### src/rtl/lcd_pkg.sv
// Shared definitions for the LCD power-on / refresh sequencer: default timings,
// state encoding, command-unit instruction codes and the fixed configuration bytes.
package lcd_pkg;

  localparam int CNT_W = 20;

  // Default timings in 50 MHz clock cycles
  localparam int T_PWR_DEF   = 750000;
  localparam int T_W1_DEF    = 205000;
  localparam int T_W2_DEF    = 5000;
  localparam int T_W3_DEF    = 2000;
  localparam int T_E_DEF     = 12;
  localparam int T_CLR_DEF   = 82000;
  localparam int T_FRAME_DEF = 50000;

  typedef enum logic [3:0] {
    PWR_WAIT   = 4'd0,
    NIB_SETUP  = 4'd1,
    NIB_PULSE  = 4'd2,
    NIB_WAIT   = 4'd3,
    CFG_ISSUE  = 4'd4,
    CFG_WAIT   = 4'd5,
    CLR_WAIT   = 4'd6,
    ADDR_ISSUE = 4'd7,
    ADDR_WAIT  = 4'd8,
    CHR_ISSUE  = 4'd9,
    CHR_WAIT   = 4'd10,
    FRAME_WAIT = 4'd11
  } lcd_state_t;

  localparam logic [3:0] INSTR_CMD  = 4'b0000;
  localparam logic [3:0] INSTR_DATA = 4'b1010;

  localparam logic [7:0] CFG_FUNC_SET   = 8'h28;
  localparam logic [7:0] CFG_ENTRY_MODE = 8'h06;
  localparam logic [7:0] CFG_DISPLAY_ON = 8'h0C;
  localparam logic [7:0] CFG_CLEAR      = 8'h01;

  localparam logic [7:0] DDRAM_LINE0 = 8'h80;
  localparam logic [7:0] DDRAM_LINE1 = 8'hC0;

  localparam logic [3:0] NIB_WAKE = 4'h3;
  localparam logic [3:0] NIB_4BIT = 4'h2;

  // Three wake-up nibbles, then the switch to 4-bit mode
  function automatic logic [3:0] nib_value(input logic [1:0] idx);
    return (idx == 2'd3) ? NIB_4BIT : NIB_WAKE;
  endfunction

  // A wait of n cycles ends on the cycle the counter reads n-1
  function automatic logic [CNT_W-1:0] wait_last(input int n);
    return CNT_W'(n - 1);
  endfunction

endpackage

### src/rtl/lcd_cfg_rom.sv
// Maps the configuration step index to the command byte sent during LCD setup.
module lcd_cfg_rom
  import lcd_pkg::*;
(
  input  logic [1:0] cfg_idx,
  output logic [7:0] cfg_byte
);

  always_comb begin
    cfg_byte = CFG_FUNC_SET;
    case (cfg_idx)
      2'd0:    cfg_byte = CFG_FUNC_SET;
      2'd1:    cfg_byte = CFG_ENTRY_MODE;
      2'd2:    cfg_byte = CFG_DISPLAY_ON;
      default: cfg_byte = CFG_CLEAR;
    endcase
  end

endmodule

### src/rtl/lcd_sequencer.sv
// Drives the LCD power-on nibble sequence directly, then configures the display and
// refreshes both 16-character lines forever through a one-command-at-a-time command unit.
module lcd_sequencer
  import lcd_pkg::*;
#(
  parameter int T_PWR   = T_PWR_DEF,
  parameter int T_W1    = T_W1_DEF,
  parameter int T_W2    = T_W2_DEF,
  parameter int T_W3    = T_W3_DEF,
  parameter int T_E     = T_E_DEF,
  parameter int T_CLR   = T_CLR_DEF,
  parameter int T_FRAME = T_FRAME_DEF
) (
  input  logic       clk,
  input  logic       reset,
  output logic       init_sel,
  output logic [3:0] init_sf_d,
  output logic       init_lcd_e,
  output logic       cmd_ready,
  output logic [7:0] cmd_db,
  output logic [3:0] cmd_instr,
  input  logic       cmd_done,
  output logic [4:0] char_addr,
  input  logic [7:0] char_data
);

  localparam logic [CNT_W-1:0] L_PWR   = wait_last(T_PWR);
  localparam logic [CNT_W-1:0] L_W1    = wait_last(T_W1);
  localparam logic [CNT_W-1:0] L_W2    = wait_last(T_W2);
  localparam logic [CNT_W-1:0] L_W3    = wait_last(T_W3);
  localparam logic [CNT_W-1:0] L_E     = wait_last(T_E);
  localparam logic [CNT_W-1:0] L_CLR   = wait_last(T_CLR);
  localparam logic [CNT_W-1:0] L_FRAME = wait_last(T_FRAME);
  localparam logic [CNT_W-1:0] L_SETUP = wait_last(2);

  lcd_state_t       r_state;
  logic [CNT_W-1:0] r_cnt;
  logic [1:0]       r_nib_idx;
  logic [1:0]       r_cfg_idx;
  logic             r_line;
  logic [3:0]       r_col;
  logic             r_init_sel;
  logic [3:0]       r_init_sf_d;
  logic             r_init_lcd_e;
  logic             r_cmd_ready;
  logic [7:0]       r_cmd_db;
  logic [3:0]       r_cmd_instr;

  logic [CNT_W-1:0] w_nib_last;
  logic [1:0]       w_rom_idx;
  logic [7:0]       w_cfg_byte;

  always_comb begin
    w_nib_last = L_W3;
    case (r_nib_idx)
      2'd0:    w_nib_last = L_W1;
      2'd1:    w_nib_last = L_W2;
      default: w_nib_last = L_W3;
    endcase
  end

  // While waiting on a config command, look up the byte for the step that follows it
  assign w_rom_idx = (r_state == CFG_WAIT) ? (r_cfg_idx + 2'd1) : r_cfg_idx;

  lcd_cfg_rom u_cfg_rom (
    .cfg_idx  (w_rom_idx),
    .cfg_byte (w_cfg_byte)
  );

  always_ff @(posedge clk or negedge reset) begin
    if (!reset) begin
      r_state      <= PWR_WAIT;
      r_cnt        <= '0;
      r_nib_idx    <= 2'd0;
      r_cfg_idx    <= 2'd0;
      r_line       <= 1'b0;
      r_col        <= 4'd0;
      r_init_sel   <= 1'b1;
      r_init_sf_d  <= 4'd0;
      r_init_lcd_e <= 1'b0;
      r_cmd_ready  <= 1'b0;
      r_cmd_db     <= 8'h00;
      r_cmd_instr  <= INSTR_CMD;
    end else begin
      r_cnt       <= r_cnt + 1'b1;
      r_cmd_ready <= 1'b0;
      case (r_state)
        PWR_WAIT: begin
          if (r_cnt == L_PWR) begin
            r_state     <= NIB_SETUP;
            r_cnt       <= '0;
            r_nib_idx   <= 2'd0;
            r_init_sf_d <= nib_value(2'd0);
          end
        end

        NIB_SETUP: begin
          if (r_cnt == L_SETUP) begin
            r_state      <= NIB_PULSE;
            r_cnt        <= '0;
            r_init_lcd_e <= 1'b1;
          end
        end

        NIB_PULSE: begin
          if (r_cnt == L_E) begin
            r_state      <= NIB_WAIT;
            r_cnt        <= '0;
            r_init_lcd_e <= 1'b0;
          end
        end

        NIB_WAIT: begin
          if (r_cnt == w_nib_last) begin
            r_cnt <= '0;
            if (r_nib_idx == 2'd3) begin
              // Hand the pins over to the command unit and start configuration
              r_state     <= CFG_ISSUE;
              r_init_sel  <= 1'b0;
              r_init_sf_d <= 4'd0;
              r_cfg_idx   <= 2'd0;
              r_cmd_ready <= 1'b1;
              r_cmd_instr <= INSTR_CMD;
              r_cmd_db    <= w_cfg_byte;
            end else begin
              r_state     <= NIB_SETUP;
              r_nib_idx   <= r_nib_idx + 2'd1;
              r_init_sf_d <= nib_value(r_nib_idx + 2'd1);
            end
          end
        end

        CFG_ISSUE: begin
          r_state <= CFG_WAIT;
          r_cnt   <= '0;
        end

        CFG_WAIT: begin
          if (cmd_done) begin
            r_cnt <= '0;
            if (r_cfg_idx == 2'd3) begin
              r_state <= CLR_WAIT;
            end else begin
              r_state     <= CFG_ISSUE;
              r_cfg_idx   <= r_cfg_idx + 2'd1;
              r_cmd_ready <= 1'b1;
              r_cmd_instr <= INSTR_CMD;
              r_cmd_db    <= w_cfg_byte;
            end
          end
        end

        CLR_WAIT: begin
          if (r_cnt == L_CLR) begin
            r_state     <= ADDR_ISSUE;
            r_cnt       <= '0;
            r_line      <= 1'b0;
            r_col       <= 4'd0;
            r_cmd_ready <= 1'b1;
            r_cmd_instr <= INSTR_CMD;
            r_cmd_db    <= DDRAM_LINE0;
          end
        end

        ADDR_ISSUE: begin
          r_state <= ADDR_WAIT;
          r_cnt   <= '0;
        end

        ADDR_WAIT: begin
          if (cmd_done) begin
            r_state     <= CHR_ISSUE;
            r_cnt       <= '0;
            r_cmd_ready <= 1'b1;
            r_cmd_instr <= INSTR_DATA;
            r_cmd_db    <= char_data;
          end
        end

        // col advances here so char_addr already points at the next character
        // while the current one is in flight; a wrap to 0 marks the end of the line.
        CHR_ISSUE: begin
          r_state <= CHR_WAIT;
          r_cnt   <= '0;
          r_col   <= r_col + 4'd1;
        end

        CHR_WAIT: begin
          if (cmd_done) begin
            r_cnt <= '0;
            if (r_col != 4'd0) begin
              r_state     <= CHR_ISSUE;
              r_cmd_ready <= 1'b1;
              r_cmd_instr <= INSTR_DATA;
              r_cmd_db    <= char_data;
            end else if (!r_line) begin
              r_state     <= ADDR_ISSUE;
              r_line      <= 1'b1;
              r_cmd_ready <= 1'b1;
              r_cmd_instr <= INSTR_CMD;
              r_cmd_db    <= DDRAM_LINE1;
            end else begin
              r_state <= FRAME_WAIT;
              r_line  <= 1'b0;
            end
          end
        end

        FRAME_WAIT: begin
          if (r_cnt == L_FRAME) begin
            r_state     <= ADDR_ISSUE;
            r_cnt       <= '0;
            r_line      <= 1'b0;
            r_col       <= 4'd0;
            r_cmd_ready <= 1'b1;
            r_cmd_instr <= INSTR_CMD;
            r_cmd_db    <= DDRAM_LINE0;
          end
        end

        default: begin
          r_state <= PWR_WAIT;
          r_cnt   <= '0;
        end
      endcase
    end
  end

  assign init_sel   = r_init_sel;
  assign init_sf_d  = r_init_sf_d;
  assign init_lcd_e = r_init_lcd_e;
  assign cmd_ready  = r_cmd_ready;
  assign cmd_db     = r_cmd_db;
  assign cmd_instr  = r_cmd_instr;
  assign char_addr  = {r_line, r_col};

endmodule
### config.mk
export PLATFORM = sky130hd
export DESIGN_NAME = lcd_sequencer
export DESIGN_NICKNAME = d
export VERILOG_FILES = /design/src/rtl/lcd_pkg.sv /design/src/rtl/lcd_cfg_rom.sv /design/src/rtl/lcd_sequencer.sv
export SDC_FILE = /design/constraint.sdc
export NUM_CORES = 1
export LEC_CHECK = 0
export ABC_AREA = 1
export CAP_MARGIN = 0
export CORE_UTILIZATION = 50
export DETAILED_ROUTE_END_ITERATION = 6
export DONT_BUFFER_PORTS = 1
export GPL_ROUTABILITY_DRIVEN = 0
export PLACE_DENSITY = 0.65
export SLEW_MARGIN = 15
export SYNTH_ARGS = -nofsm -noshare
export SYNTH_HDL_FRONTEND = slang
export SYNTH_SLANG_ARGS = --single-unit
### constraint.sdc
create_clock -name clk -period 2.6 [get_ports clk]
set_clock_uncertainty 0.05 [all_clocks]
set_input_delay 0.52 -clock clk [delete_from_list [all_inputs] [get_ports clk]]
set_output_delay 0.52 -clock clk [all_outputs]
set_load 0.02 [all_outputs]
==> Slide: Implementation Results, run 1 <==
Physical Implementation Snapshot

Final timing
  • Slew @ Worst Pin: 0.5042 ns
  • Final Hold Violation Tally: 20
  • Final Slew Violations: 0
  • Final setup violation count: 0
  • Period utilisation layout: 87.04%
  • Minimum clock period: 2.263 ns
  • Worst slew margin: 65.96%
  • Hold slack final: -0.01208 ns
  • RSZ-0062 raised after global routing: no
  • Fmax: 0.4419 GHz
  • Setup slack after layout: 0.3368 ns

Cells and area
  • Number of diodes: 0
  • Area Growth Syn to Fin: 6.006%
  • Finished Layout Cells: 539
  • Layout cells sized above 1: 8.405%
  • Multi-input gate area: 1735 um^2
  • Fin nets: 487
  • Fillers: 585

Global routing
  • First-pass GRT wire length: 11720 um
  • Number of global-route vias before repair: 2554
  • GRT Residual Overflow: 0
  • GRT Util Overall: 22.79%
  • Largest net degree at the start of global routing: 48

Worst setup path
  • Crit. End Element: flop
  • CP Launch Type: flop
  • Worst path cell trace: inv_1 -> ha_1 -> xnor2_1 -> nand2_1 -> nor2_1 -> nand3_1 -> inv_1 -> nand2_2 -> nand2_4 -> nand2_1 -> nand2_1
  • Crit. Startpoint: r_nib_idx[1]
  • Critical Path Fanout Max: 11
  • Reg2Reg Depth: 11
  • Required time worst endpoint: 2.81 ns
  • Reg2Reg Capture Point: cmd_db[3]
  • Crit path DAT: 2.47 ns
  • CP max-delay cell: dfrtp_1
  • Most frequent CP cell: nand2_1
  • CP Capture Point: cmd_db[3]
  • Critical Setup Path Class: reg -> reg
  • Flop2flop setup slack: 0.34 ns
  • Highest cell delay on the worst timing path: 0.44 ns
  • RR Startpoint: r_nib_idx[1]

Placement
  • Placed instance area: 3251 um^2
  • Post-Place Setup Slack: 0.1769 ns
  • IO Port Bufs: 0
  • DP Wirelength: 5434 um
  • # placed instances: 530

Logic synthesis
  • Chip Area, Yosys: 3208 um^2
  • Synth top cell by count: nand2_1
  • Leading area contributor after synthesis: dfrtp_1
  • Async SR Flop Fraction: 100.0%
  • Cell count in the Yosys report: 460
  • Syn avg cell area: 6.974 um^2
  • Mapped Cells: 460
  • Ys flop type: dfrtp_1
  • Cell area leaders: dfrtp_1 36%, nand2_1 16%, nor2_1 7.5%
  • Post-synthesis sequential element count: 47
  • Cell Area, Synth: 3208 um^2
  • EDFF count, synth: 0
  • Synth Seq Share: 36.70%
  • Synth Warn #: 0
  • Most frequent cells after synthesis: 135 x nand2_1, 64 x nor2_1, 62 x inv_1

Clock network
  • Clk_lat worst skew: 0.32 ns
  • Depth of the CTS H-tree: 2
  • CTS Buffer Depth: 2
  • Clock Sinks: 47
  • CTS clk-pin slew, worst paths: 0.10 ns
  • Total CTS buffers: 5
  • Setup bufs post-CTS: 0
  • CTS tree: done
  • Root Driver: clkbuf_8

Status
  • Outcome: complete, but fails checks
  • Failing checks: negative hold slack

Die
  • Chip Height: 82.10 um
  • Chip area: 6740 um^2
  • Die width: 82.10 um
  • Core Box Area: 6061 um^2
  • IO Pins: 35
  • FP Util: 52.93%

Drt
  • Drc violations: 0
  • TritonRoute pass-1 iters: 4
  • DRT antenna net count: 0
  • Wire per inst: 13.42 um
  • Routed vias/inst: 5.223
  • DRT iter0 DRCs: 174

Job
  • Log Warnings: 33
  • Maximum capacitance violations: 0

Pwr
  • Cell Pwr Density: 391.2 nW/um^2
  • Peak supply drop: 0.2917 mV
  • Leak pwr: 1.689 nW
  • Total power: 1.330 mW

Hold path
  • Tightest Hold Check Type: in -> async
## run 1: sequential cells by signal, indices dropped and copies added, names as in the netlist
signal / cells
cmd_instr: 1
init_lcd_e: 1
r_cnt: 20
r_nib_idx: 2
init_sf_d: 2
r_col: 4
r_cfg_idx: 2
r_line: 1
r_state: 4
cmd_db: 8
cmd_ready: 1
init_sel: 1
## run 1: report_power, final
group	total [mW]	internal, mW	switching (mW)
clock network	0.573	0.290	0.282
registers	0.733	0.731	0.00150
logic	0.0250	0.00517	0.0198
total	1.33	1.03	0.304
## run 1: critical path, delay by kind of cell, from the launching register on
family | cells | cell delay [ns]
simple gates | 7 | 1.05
flops | 1 | 0.44
buf+inv | 2 | 0.27
fa+ha+maj | 1 | 0.25
xor+xnor | 1 | 0.14
## run 1: kinds of logic (layout without fill, tap and decap cells)
family | after synthesis | count (layout) | share of synthesized area [%]
adder cells (fa/ha/maj) | 13 | 13 | 5.070
multiplexers | 1 | 1 | 0.3120
XOR/XNOR | 16 | 16 | 4.368
buffers and inverters | 74 | 75 | 9.789
AND/OR/NAND/NOR | 279 | 279 | 38.18
AND-OR/OR-AND | 29 | 29 | 5.460
other | 1 | 4 | 0.1169
flip-flops | 47 | 47 | 36.70
## run 1: how the worst min path moves through the flow
| stage | from | to | slack (ns) |
|---|---|---|---|
| after floorplan | reset | cmd_db[0] | 0.17 |
| final | reset | r_cnt[18] | -0.01 |
| after global placement | reset | r_cnt[11] | 0.18 |
| after detailed placement | reset | r_cnt[13] | 0.18 |
| after CTS | reset | r_cnt[18] | 0.003 |
| after global routing | reset | r_cnt[17] | 0.006 |
## run 1: stage by stage
step	hold WS (ns)	utilization (%)
3_3_place_gp	0.1759	53.63
5_1_grt	0.006001	56.11
6_report	-0.01208	56.11
2_1_floorplan	0.1744	-
3_5_place_dp	0.1762	53.63
4_1_cts	0.003473	55.99
## run 1: area by class of cell
type	count	area share, %
clock inverters	3	1.361
inverters	65	7.174
repair buffers	2	1.030
flip-flops and latches	47	34.62
clock buffers	5	2.024
well taps	75	2.759
multi-input cells	342	51.03
## run 1: placed cells by master, fill, tap and decap left out, types with 2 or more instances in the layout
master    instances
a21oi_1           2
a22o_1            4
clkbuf_8          5
conb_1            4
dfrtp_1          46
ha_1             13
inv_1            62
inv_2             3
nand2_1         134
nand2_2           5
nand3_1          45
nand3_2           2
nand3b_1          2
nand4_1           6
nor2_1           64
nor2_2           13
nor2_4            2
nor3_1            3
o21ai_0          17
o22ai_1           2
xnor2_1           4
xor2_1           12
## run 1: per-layer routing
layer	vias up	routed length, um	GRT usage [%]
met3	19	356	4.286
met5	-	0	0
li1	1434	-	-
met4	0	161	7.193
met1	1274	3570	31.92
met2	88	3143	35.29
## run 1: what timing repair did
action | CTS | global route
hold endpoints to repair | 47 | 0
resized | 0 | 2
setup endpoints to repair | 0 | 9
hold buffers | 1 | 0
### Where the registers sit, run 1

Other sequential cells in the stronger grey, the rest of the logic in the fainter grey.
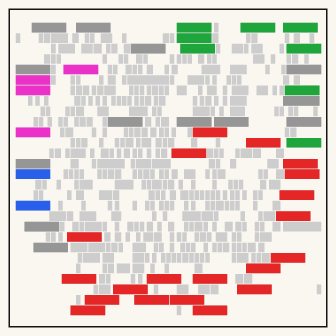
r_cnt: shown in red, flops 20. init_sf_d: shown in blue, flops 2. cmd_db: shown in green, flops 8, where top right. r_state: shown in magenta, flops 4, where top left.
Another 13 sequential cells are not coloured.
Seq/total area: 34.62%
Final Util: 56.11%
Power Sequential: 0.733 mW
Register Area: 1177 um^2

### The metal 3 layer, run 1

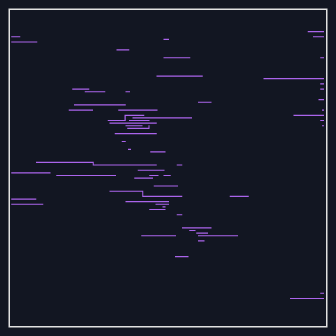
46 nets have wire on it. The layer holds 4.9% of the routed length. The longest straight run is 16.3 um. The layer carries 357 um of wire. The wires run mostly horizontal.
routed wire length: 7232 um
met3 usage: 4.286%
via count: 2815

### Placed standard cells, run 1

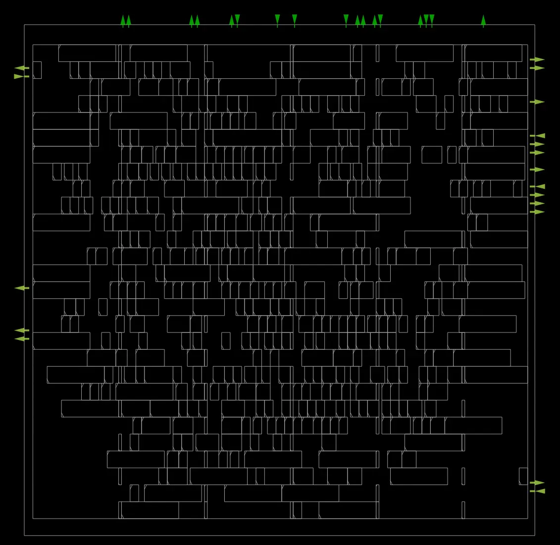
Rows: 28
seq_cells: 47

### Signal metal coverage by tile, run 1

The die is cut into 16 by 16 equal tiles; black is low, pale yellow is high, scaled to the fullest tile. Values are wire area over tile area, all layers added.
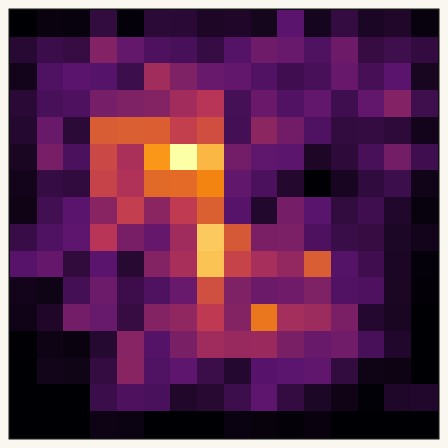

==> inputs of run 2 (changes only) <==
--- a/config.mk
+++ b/config.mk
@@ -8,6 +8,7 @@
 export ABC_AREA = 1
 export CAP_MARGIN = 0
 export CORE_UTILIZATION = 50
+export CTS_BUF_LIST = sky130_fd_sc_hd__clkbuf_16
 export DETAILED_ROUTE_END_ITERATION = 6
 export DONT_BUFFER_PORTS = 1
 export GPL_ROUTABILITY_DRIVEN = 0
### Signal metal coverage by tile, run 2

The die is cut into 16 by 16 equal tiles; black is low, pale yellow is high, scaled to the fullest tile. Values are wire area over tile area, all layers added.
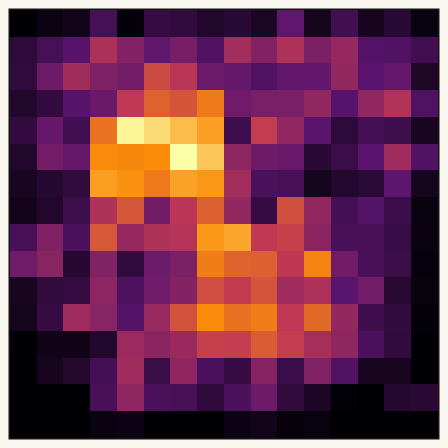
The emptiest ninth of the die: bottom left. 18% of the tiles are over half the peak. The mean over all tiles is 0.17.

==> run 2 against run 1 <==
Compared with the run above: the flow now finishes without violations; critical path depth did not move; die size unchanged; sequential share of layout area is 0.56 points lower; combinational power about the same; clock power increased by 31%; worst hold slack gained 0.025 ns; area after synthesis did not move; design area increased by 1.7%; routed wire length up 0.58%.
==> Slide: Implementation Results, run 2 <==
Physical Implementation Snapshot

Drt
  • Wire per inst: 13.50 um (+0.58%)
  • DRT antenna net count: 0 (unchanged)
  • TritonRoute pass-1 iters: 5 (+1)
  • Via count: 2821 (+0.21%)
  • Routed wire length: 7274 um (+0.58%)

Die
  • FP Util: 52.93% (unchanged)
  • Rows: 28 (unchanged)

Cells and area
  • Final Util: 57.04% (+0.93 points)
  • Fillers: 591 (+1.0%)
  • Biggest register: r_cnt
  • Most frequent cells in the layout: 134 x nand2_1, 64 x nor2_1, 62 x inv_1, 46 x dfrtp_1, 45 x nand3_1

Final timing
  • Final Slew Violations: 0 (unchanged)
  • Minimum clock period: 2.254 ns (-0.009118 ns)
  • RSZ-0062 raised after global routing: no
  • Worst slew margin: 66.11% (+0.15 points)

Logic synthesis
  • Cell count in the Yosys report: 460 (unchanged)
  • Chip Area, Yosys: 3208 um^2 (unchanged)
  • Leading area contributor after synthesis: dfrtp_1
  • Ys flop type: dfrtp_1
  • Mapped Cells: 460 (unchanged)
  • Async SR Flop Fraction: 100.0% (unchanged)
  • Syn avg cell area: 6.974 um^2 (unchanged)
  • Synth Warn #: 0 (unchanged)
  • EDFF count, synth: 0 (unchanged)

Global routing
  • GRT Util Overall: 22.93% (+0.14 points)
  • GRT Residual Overflow: 0 (unchanged)

Clock network
  • CTS tree: done
  • Setup bufs post-CTS: 0 (unchanged)
  • Clk_lat worst skew: 0.29 ns (-0.03 ns)
  • Total CTS buffers: 5 (unchanged)
  • CTS clk-pin slew, worst paths: 0.07 ns (-0.03 ns)
  • Clock Sinks: 47 (unchanged)

Worst setup path
  • Critical Setup Path Class: reg -> reg
  • Critical Path Fanout Max: 11 (unchanged)
  • RR Startpoint: r_nib_idx[1]
  • Worst path cell trace: inv_1 -> ha_1 -> xnor2_1 -> nand2_1 -> nor2_1 -> nand3_1 -> inv_1 -> nand2_2 -> nand2_4 -> nand2_1 -> nand2_1
  • Crit. End Element: flop
  • Highest cell delay on the worst timing path: 0.43 ns (about the same)
  • Crit path DAT: 2.44 ns (-0.03 ns)

Pwr
  • Cell Pwr Density: 437.0 nW/um^2 (+12%)
  • Peak supply drop: 0.3486 mV (+20%)
  • Pint: 1.194 mW (+16%)
  • Leak pwr: 1.715 nW (+1.5%)

Job
  • Maximum capacitance violations: 0 (unchanged)
  • Log Warnings: 33 (unchanged)

Status
  • Outcome: complete, no violations
### Where the registers sit, run 2

Other sequential cells in the stronger grey, the rest of the logic in the fainter grey.
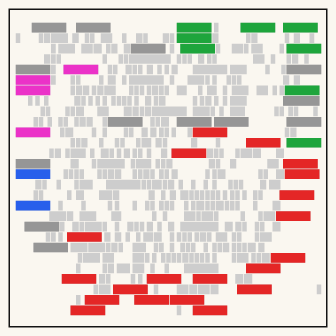
init_sf_d: shown in blue, flops 2. r_state: shown in magenta, flops 4, where top left. cmd_db: shown in green, flops 8, where top right. r_cnt: shown in red, flops 20.

run 2: cell counts after synthesis:
No cell type changed its count.
run 2: worst max-delay path, delay by kind of cell, from the launching register on:
family | cells | cell delay (ns)
DFF | 1 | 0.43
buffers and inverters | 2 | 0.27
and+or+nand+nor | 7 | 1.05
xor gates and xnor gates | 1 | 0.14
adders and majority gates | 1 | 0.24
run 2: power groups by stage:
stage / combinational (mW) / clock (mW) / sequential [mW]
final: 0.0250 / 0.753 / 0.733
after floorplan: 0.0113 / 0 / 0.747
after detailed placement: 0.00698 / 0 / 0.747
after CTS: 0.0264 / 0.765 / 0.733
after global placement: 0.00700 / 0 / 0.747
after global routing: 0.0293 / 0.788 / 0.733
run 2: logic make-up (layout without fill, tap and decap cells):
kind of cell	count (synthesis)	count (layout)
compound gates	29	29
xor+xnor	16	16
fa+ha+maj	13	13
buf+inv	74	75
flops	47	47
mux	1	1
other cells	1	4
simple gates	279	279
run 2: final cells by class:
class,count,area (um^2),share of cell area (%)
sequential,47,1177,34.06
tap,75,93.84,2.714
inverter,65,244.0,7.058
multi-input combinational,342,1735,50.20
timing repair buffer,2,35.03,1.013
clock buffer,5,125.1,3.619
clock inverter,3,46.29,1.339
run 2: timing repair:
action                                  in CTS  in global routing
hold endpoints to repair                    46                  0
endpoints found under the setup margin       0                  9
hold buffers                                 1                  0
gates resized                                0                  2
run 2: final timing paths:
| kind | cells past startpoint | end | slack (ns) |
|---|---|---|---|
| max in group asynchronous | 1 | cmd_db[6] | 2.27 |
| min reg2reg | 1 | r_cnt[0] | 0.45 |
| min in group clk | 4 | cmd_db[4] | 0.39 |
| min | 0 | init_sel | 0.01 |
| max | 11 | cmd_db[3] | 0.35 |
| max reg2reg | 11 | cmd_db[3] | 0.35 |
run 2: routing by layer:
| layer | vias to the layer above | track usage (%) | part of all wire, % |
|---|---|---|---|
| met1 | 1294 | 31.64 | 49 |
| met5 | - | 0 | 0 |
| met2 | 83 | 36.12 | 44 |
| li1 | 1431 | - | - |
| met4 | 0 | 7.719 | 2.0 |
| met3 | 13 | 3.956 | 4.7 |
### The metal 3 layer, run 2

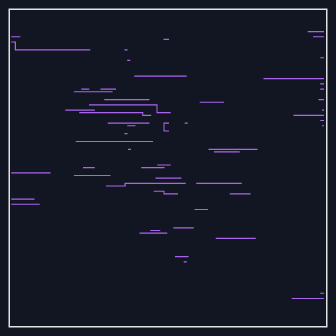

==> inputs of run 3 (changes only) <==
--- a/config.mk
+++ b/config.mk
@@ -5,8 +5,8 @@
 export SDC_FILE = /design/constraint.sdc
 export NUM_CORES = 1
 export LEC_CHECK = 0
-export ABC_AREA = 1
 export CAP_MARGIN = 0
+export CORE_MARGIN = 1
 export CORE_UTILIZATION = 50
 export CTS_BUF_LIST = sky130_fd_sc_hd__clkbuf_16
 export DETAILED_ROUTE_END_ITERATION = 6
### The metal 3 layer, run 3

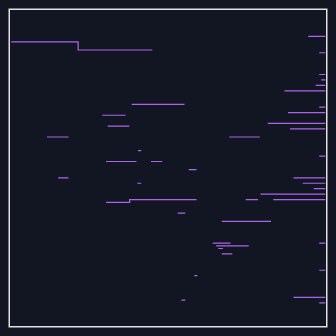
The layer holds 3.9% of the routed length. The wires run mostly horizontal. The longest straight run is 18.4 um. The layer carries 251 um of wire.

==> run 3 against run 2 <==
Compared with the run above: die size decreased by 7.4%; power increased by 86%; flip-flop count unchanged; combinational power increased to 46 times the previous value; clock power decreased by 14%; worst hold slack improved by 0.0012 ns; via count decreased by 18%; utilization increased by 2.1 points; largest power group is now combinational cells.
==> Slide: Implementation Results, run 3 <==
Physical Implementation Snapshot

Drt
  • WL met3: 250 um (-28%)
  • DRT antenna net count: 0 (unchanged)
  • Top sig layer: met4
  • Routed met2 length: 3300 um (+2.8%)
  • Wire per inst: 15.91 um (+18%)
  • WL met1: 2841 um (-21%)

Clock network
  • Total CTS buffers: 5 (unchanged)
  • Clk_lat worst skew: 0.29 ns (about the same)
  • CTS Buffer Depth: 2
  • Clock Sinks: 47 (unchanged)
  • CTS clk-pin slew, worst paths: 0.07 ns (about the same)
  • CTS tree: done

Die
  • Die width: 79.03 um
  • FP Util: 52.90% (about the same)
  • Rows: 27 (-3.6%)

Worst setup path
  • Critical Path Fanout Max: 4 (-7)
  • Required time worst endpoint: 2.72 ns
  • Crit. End Element: flop
  • RR Startpoint: r_cnt[1]
  • Reg2Reg Depth: 7 (-4)
  • CP Capture Point: r_state[0]
  • Flop2flop setup slack: 0.1 ns (-0.25 ns)
  • Reg2Reg Capture Point: r_state[0]
  • Critical Setup Path Class: reg -> reg

Cells and area
  • Biggest register: r_cnt
  • Fillers: 488 (-17%)
  • Most frequent cells in the layout: 45 x dfrtp_1, 42 x nor2_1, 25 x nand2_1, 22 x buf_4, 21 x o21ai_0
  • Final Util: 59.17% (+2.1 points)
  • Multi-input gate area: 1625 um^2 (-6.3%)

Final timing
  • Worst slew margin: 61.75% (-4.4 points)
  • Final Slew Violations: 0 (unchanged)
  • Minimum clock period: 2.502 ns (+0.2479 ns)

Logic synthesis
  • Cell count in the Yosys report: 316 (-31%)
  • Synth Warn #: 0 (unchanged)
  • Cell area leaders: dfrtp_1 39%, ha_1 5.5%, nor2_1 5.3%
  • Leading area contributor after synthesis: dfrtp_1
  • Ys flop type: dfrtp_1
  • EDFF count, synth: 0 (unchanged)
  • Mapped Cells: 316 (-31%)
  • Top area contributor share: 38.80%

Pwr
  • Leak pwr: 1.528 nW (-11%)
  • Peak supply drop: 0.4354 mV (+25%)

Global routing
  • GRT Util Overall: 22.43% (-0.49 points)
  • GRT Residual Overflow: 0 (unchanged)

Status
  • Outcome: complete, no violations

Job
  • Maximum capacitance violations: 0 (unchanged)
### Wires at chosen ports, followed through buffers, run 3

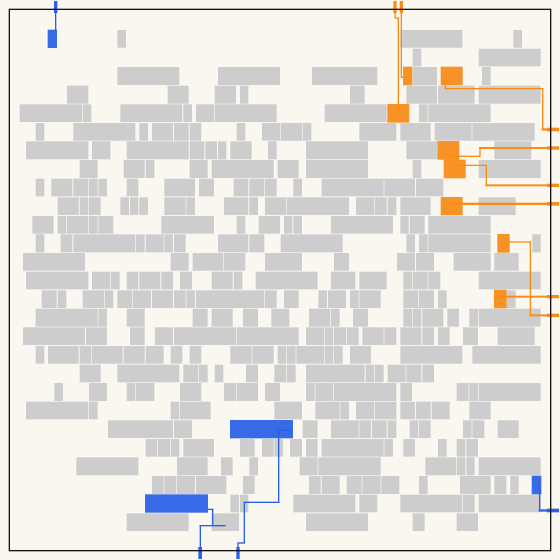
char_data: shown in orange, direction input, edge 6 right, 2 top, end cells 8, buffers 0, wire 123 um. init_sf_d: shown in blue, direction output, edge 2 bottom, 1 right, 1 top, end cells 4, buffers 0, wire 42.8 um.

-- run 3: netlist changes by cell type after synthesis, sizes merged, moves of 7 or more --
cell / previous run / this run
nand2: 140 / 25
inv: 65 / 19
nor2: 80 / 42
nand3: 47 / 17
mux2: 0 / 11
and3: 0 / 7
-- run 3: report_power, final --
| part | leakage [nW] | internal (mW) | switching, mW |
|---|---|---|---|
| clock | 0.0664 | 0.360 | 0.290 |
| combinational | 0.837 | 0.500 | 0.657 |
| sequential | 0.625 | 0.845 | 0.156 |
| total | 1.53 | 1.70 | 1.10 |
-- run 3: worst max-delay path: stages (launching register included) --
cell       delay, ns
dfrtp_1         0.38
ha_1            0.17
and3_1          0.23
nand3_1         0.09
or4_1           0.48
a2bb2oi_1       0.23
nor4b_4         0.37
mux2_1          0.39
-- run 3: area by class of cell --
cell class	count	share of cell area, %
Clock inverter	3	0.7164
Timing Repair Buffer	24	6.146
Clock buffer	5	3.771
Tap cell	72	2.715
Inverter	19	2.149
Sequential cell	47	35.52
Multi-Input combinational cell	237	48.98
-- run 3: timing repair --
item,4_1_cts,5_1_grt
endpoints found under the hold margin,46,0
hold buffers,1,0
resized,0,3
buffers inserted,0,3
setup endpoints to repair,0,28
-- run 3: metrics by stage --
stage | hold slack, ns | instance area (um^2) | setup TNS [ns] | instances
after floorplan | 0.1744 | 2978 | 0 | 319
after global placement | 0.1753 | 3114 | 0 | 395
after detailed placement | 0.1753 | 3114 | 0 | 395
after CTS | 0.008927 | 3291 | 0 | 404
after global routing | 0.001455 | 3318 | -0.01286 | 407
final | 0.01418 | 3318 | 0 | 407
-- run 3: how the worst min path moves through the flow --
stage / start / end / slack [ns]
floorplan: reset / cmd_db[0] / 0.17
global placement: reset / r_col[1] / 0.18
detailed placement: reset / r_col[1] / 0.18
CTS: reset / init_sel / 0.009
global route: reset / init_sel / 0.001
finish: reset / init_sel / 0.01
-- run 3: kinds of logic after synthesis --
kind of cell	synth area share (%)
AOI/OAI and AO/OA	12.06
xor gates and xnor gates	5.905
adders and majority gates	5.483
buffers and inverters	5.904
DFF	39.69
muxes	6.073
other	0.1264
and+or+nand+nor	24.76
-- run 3: per-layer routing --
layer / GRT usage (%) / vias up
li1: - / 1133
met1: 26.99 / 1127
met2: 39.48 / 54
met3: 4.483 / 9
met4: 8.000 / 0
met5: 0 / -
Power is estimated from default activity; no workload was simulated.
